--- src/rtl/mem_arb_pkg.sv ---
// Shared types and helpers for the unified memory arbiter.
// Holds the FSM state and owner encodings and the grant decision.
package mem_arb_pkg;

  typedef enum logic [1:0] {
    IDLE,
    ACCESS,
    DONE
  } arb_state_t;

  typedef enum logic {
    OWN_IF,
    OWN_DM
  } arb_owner_t;

  localparam int WAIT_CNT_W = 4;

  // DM is the older instruction and normally wins; a set fair flag hands one turn to IF.
  function automatic arb_owner_t pick_owner(input logic if_req, input logic dm_req,
                                            input logic fair);
    return (dm_req && !(if_req && fair)) ? OWN_DM : OWN_IF;
  endfunction

endpackage

--- src/rtl/mem_arb_wait_counter.sv ---
// Loadable wait-state down-counter for the memory arbiter.
// Load has priority over decrement; the count never wraps below zero.
module mem_arb_wait_counter
  import mem_arb_pkg::*;
(
  input  logic                  clk,
  input  logic                  rst,
  input  logic                  load,
  input  logic [WAIT_CNT_W-1:0] load_val,
  input  logic                  dec,
  output logic                  zero
);

  logic [WAIT_CNT_W-1:0] count;

  always_ff @(posedge clk or negedge rst) begin
    if (!rst) begin
      count <= '0;
    end else if (load) begin
      count <= load_val;
    end else if (dec && (count != '0)) begin
      count <= count - 1'b1;
    end
  end

  assign zero = (count == '0);

endmodule

--- src/rtl/unified_mem_arbiter.sv ---
// Arbiter sharing one fixed-latency single-port memory between IF and DM.
// Optional feature: define MEM_ARB_FAIR_EN to alternate grants when both ports keep requesting.
module unified_mem_arbiter
  import mem_arb_pkg::*;
#(
  parameter int WAIT_CYCLES = 2,
  parameter int DATA_W      = 32
) (
  input  logic              clk,
  input  logic              rst,
  input  logic              if_req,
  input  logic [DATA_W-1:0] if_addr,
  output logic [DATA_W-1:0] if_rdata,
  output logic              if_ready,
  input  logic              dm_req,
  input  logic              dm_we,
  input  logic [DATA_W-1:0] dm_addr,
  input  logic [DATA_W-1:0] dm_wdata,
  output logic [DATA_W-1:0] dm_rdata,
  output logic              dm_ready,
  output logic              mem_en,
  output logic              mem_we,
  output logic [DATA_W-1:0] mem_addr,
  output logic [DATA_W-1:0] mem_wdata,
  input  logic [DATA_W-1:0] mem_rdata,
  output logic              pipe_freeze
);

  localparam logic [WAIT_CNT_W-1:0] LOAD_VAL = WAIT_CNT_W'(WAIT_CYCLES - 1);

  arb_state_t state;
  arb_owner_t owner;
  arb_owner_t grant;
  logic       any_req;
  logic       fair_q;
  logic       cnt_load;
  logic       cnt_dec;
  logic       cnt_zero;

  assign any_req  = if_req | dm_req;
  assign grant    = pick_owner(if_req, dm_req, fair_q);
  assign cnt_load = (state == IDLE) && any_req;
  assign cnt_dec  = (state == ACCESS);

`ifdef MEM_ARB_FAIR_EN
  // Flag remembers that DM took the last grant, so a waiting fetch goes next.
  always_ff @(posedge clk or negedge rst) begin
    if (!rst) begin
      fair_q <= 1'b0;
    end else if (cnt_load) begin
      fair_q <= (grant == OWN_DM);
    end
  end
`else
  assign fair_q = 1'b0;
`endif

  mem_arb_wait_counter u_wait_cnt (
    .clk      (clk),
    .rst      (rst),
    .load     (cnt_load),
    .load_val (LOAD_VAL),
    .dec      (cnt_dec),
    .zero     (cnt_zero)
  );

  // mem_addr/mem_wdata/mem_we are the request latches themselves, so they cannot move mid-access.
  always_ff @(posedge clk or negedge rst) begin
    if (!rst) begin
      state     <= IDLE;
      owner     <= OWN_IF;
      mem_en    <= 1'b0;
      mem_we    <= 1'b0;
      mem_addr  <= '0;
      mem_wdata <= '0;
      if_ready  <= 1'b0;
      dm_ready  <= 1'b0;
      if_rdata  <= '0;
      dm_rdata  <= '0;
    end else begin
      if_ready <= 1'b0;
      dm_ready <= 1'b0;
      case (state)
        IDLE: begin
          if (any_req) begin
            owner  <= grant;
            state  <= ACCESS;
            mem_en <= 1'b1;
            if (grant == OWN_DM) begin
              mem_we    <= dm_we;
              mem_addr  <= dm_addr;
              mem_wdata <= dm_wdata;
            end else begin
              mem_we   <= 1'b0;
              mem_addr <= if_addr;
            end
          end
        end
        ACCESS: begin
          if (cnt_zero) begin
            state  <= DONE;
            mem_en <= 1'b0;
            mem_we <= 1'b0;
            if (owner == OWN_IF) begin
              if_rdata <= mem_rdata;
              if_ready <= 1'b1;
            end else begin
              dm_ready <= 1'b1;
              if (!mem_we) begin
                dm_rdata <= mem_rdata;
              end
            end
          end
        end
        DONE: begin
          state <= IDLE;
        end
        default: begin
          state <= IDLE;
        end
      endcase
    end
  end

  assign pipe_freeze = (if_req & ~if_ready) | (dm_req & ~dm_ready);

endmodule
--- config.mk ---
export PLATFORM = sky130hd
export DESIGN_NAME = unified_mem_arbiter
export DESIGN_NICKNAME = d
export VERILOG_FILES = /design/src/rtl/mem_arb_pkg.sv /design/src/rtl/mem_arb_wait_counter.sv /design/src/rtl/unified_mem_arbiter.sv
export SDC_FILE = /design/constraint.sdc
export NUM_CORES = 1
export LEC_CHECK = 0
export CAP_MARGIN = 20
export CORE_MARGIN = 2
export CORE_UTILIZATION = 42
export DETAILED_ROUTE_END_ITERATION = 8
export PLACE_DENSITY_LB_ADDON = 0.25
export REMOVE_ABC_BUFFERS = 1
export SYNTH_ARGS = -nofsm -noshare
export SYNTH_HDL_FRONTEND = slang
export SYNTH_SLANG_ARGS = --single-unit
--- constraint.sdc ---
create_clock -name clk -period 1.75 [get_ports clk]
set_input_delay 0.35 -clock clk [delete_from_list [all_inputs] [get_ports clk]]
set_output_delay 0.35 -clock clk [all_outputs]
set_load 0.05 [all_outputs]
**Met1 routing**

Bar = 20 um. Supply wires on this layer in gray.
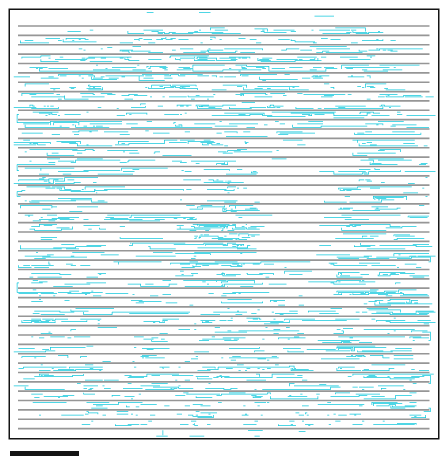
nets with wire on the layer: 649
wire length on this layer: 5760 um
longest straight run: 32.7 um
main direction: horizontal
share of all routed wire: 39%
total wire length: 14.6 mm
DR vias: 4005
met1 GRT Util: 22.6%

==> flow_summary.json <==
{
  "status": "finished clean",
  "drt-met1-wl_mm": 5.76,
  "r2r-end": "u_wait_cnt.count[0]",
  "hp-class": "in -> async",
  "area_delta_synth_final_pct": 53.7,
  "flop-count": 139,
  "mostFrequentLayoutCells": "buf_4 (141), dfrtp_1 (139), clkdlybuf4s50_1 (129)",
  "crit_cells": 5,
  "grt.total_usage_pct": 19.3,
  "htree_levels": 4,
  "top_cells_by_area": "dfrtp_1 (57%), mux2_4 (20%), mux2_2 (13%)",
  "power_leader": "combinational cells",
  "ys_ff": 139,
  "finalClockPeriodUsage_pct": 94.2,
  "fin_cells": 839,
  "start_kind": "input pin",
  "wl_met3_mm": 1.22,
  "yosysUniqueCellTypes": 30,
  "timing.slew.headroom_pct": 73.3,
  "syn_avg_cell_area_um2": 16.9,
  "powerSeq_mw": 5.85,
  "num-nonclk-inverters": 8,
  "synth.most_common_cell": "dfrtp_1",
  "highest_layer": "met4",
  "postCtsSetupRepairBufs": 0,
  "maxCapViolCount": 0,
  "hold_slack_ns": 0.436,
  "pwr-share-seq_pct": 26.2,
  "worstSetupPathType": "in -> out",
  "internal_power_mw": 12.2,
  "wl_met2_mm": 7.38,
  "synth_top_area_share_pct": 57.2,
  "leakage_nw": 4.42,
  "ys_warn_count": 0,
  "wl_per_cell_um": 17.4,
  "nMultiInputCombCells": 196,
  "num_rows": 43,
  "dieArea_um2": 15500,
  "fp_util_pct": 43.5,
  "crit_fanout": 4,
  "layout.cells.most_common": "buf_4",
  "yosys-top-cells-count": "dfrtp_1 (139), mux2_4 (79), mux2_2 (72), buf_6 (11), mux2_1 (10)",
  "core-area_um2": 14000,
  "reg2reg_slack_ns": 0.11,
  "die_h_um": 124,
  "endpoint": "pipe_freeze",
  "io_pins": 266,
  "root_buffer": "clkbuf_16",
  "ys_sh_xor_pct": 0,
  "setup_ws_ns": 0.102,
  "rr_worst_depth": 5,
  "cts.sinks": 139,
  "clock_cell_area_share_pct": 6.46,
  "grt_pass1_vias": 4484,
  "ys_seq_share_pct": 57.2,
  "synthAdderAreaFrac_pct": 0.411,
  "cts-buffers-inserted": 17,
  "grt_max_degree": 42,
  "buffers": 285,
  "synth_cells": 360,
  "setup-tns-final_ns": 0,
  "crit_family": "buffers and inverters",
  "switching_share_pct": 45.2,
  "simple_gate_area_share_pct": 3.02,
  "portBuffers": 265,
  "regArea_um2": 3480,
  "endpoint_kind": "output pin",
  "p_total_mw": 22.3,
  "layout-drive-gt1-share_pct": 51.9,
  "ys_area_um2": 6080,
  "switchingPower_mw": 10.1,
  "via_per_inst": 4.77,
  "fin_area_um2": 9350,
  "min_period_ns": 1.65,
  "ys_cells": 360,
  "buffer_area_share_pct": 27.8,
  "post-route-util_pct": 66.8,
  "clock_buffers": 25,
  "num-fill-cells": 1022,
  "final_nets": 782,
  "cpPeakStageDelay_ns": 0.27,
  "synth_top_cell_by_area": "dfrtp_1",
  "worst-path-buf-inv": 4,
  "synth.area.mux_share_pct": 34.8,
  "sh_comb_area_pct": 25.8,
  "path_cells": "dlygate4sd2_1 -> buf_6 -> clkinvlp_4 -> o22ai_2 -> buf_12",
  "die_w_um": 124,
  "route.detailed.drc": 0,
  "insertion_delay_ns": 0.41,
  "pre_cts_ws_ns": -0.265,
  "logic_area_um2": 2410,
  "ir_drop_uv": 1470,
  "r2r-start": "u_wait_cnt.count[0]"
}
**Met2 routing**

Cells faint in the background.
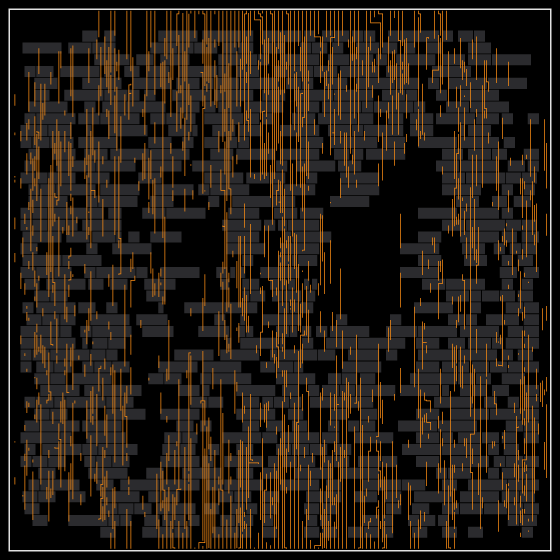
wire length on this layer: 7380 um
share of all routed wire: 50%
met2 global-route usage: 32.0%

Power figures rest on the tool's default switching activity, not on a simulated workload.
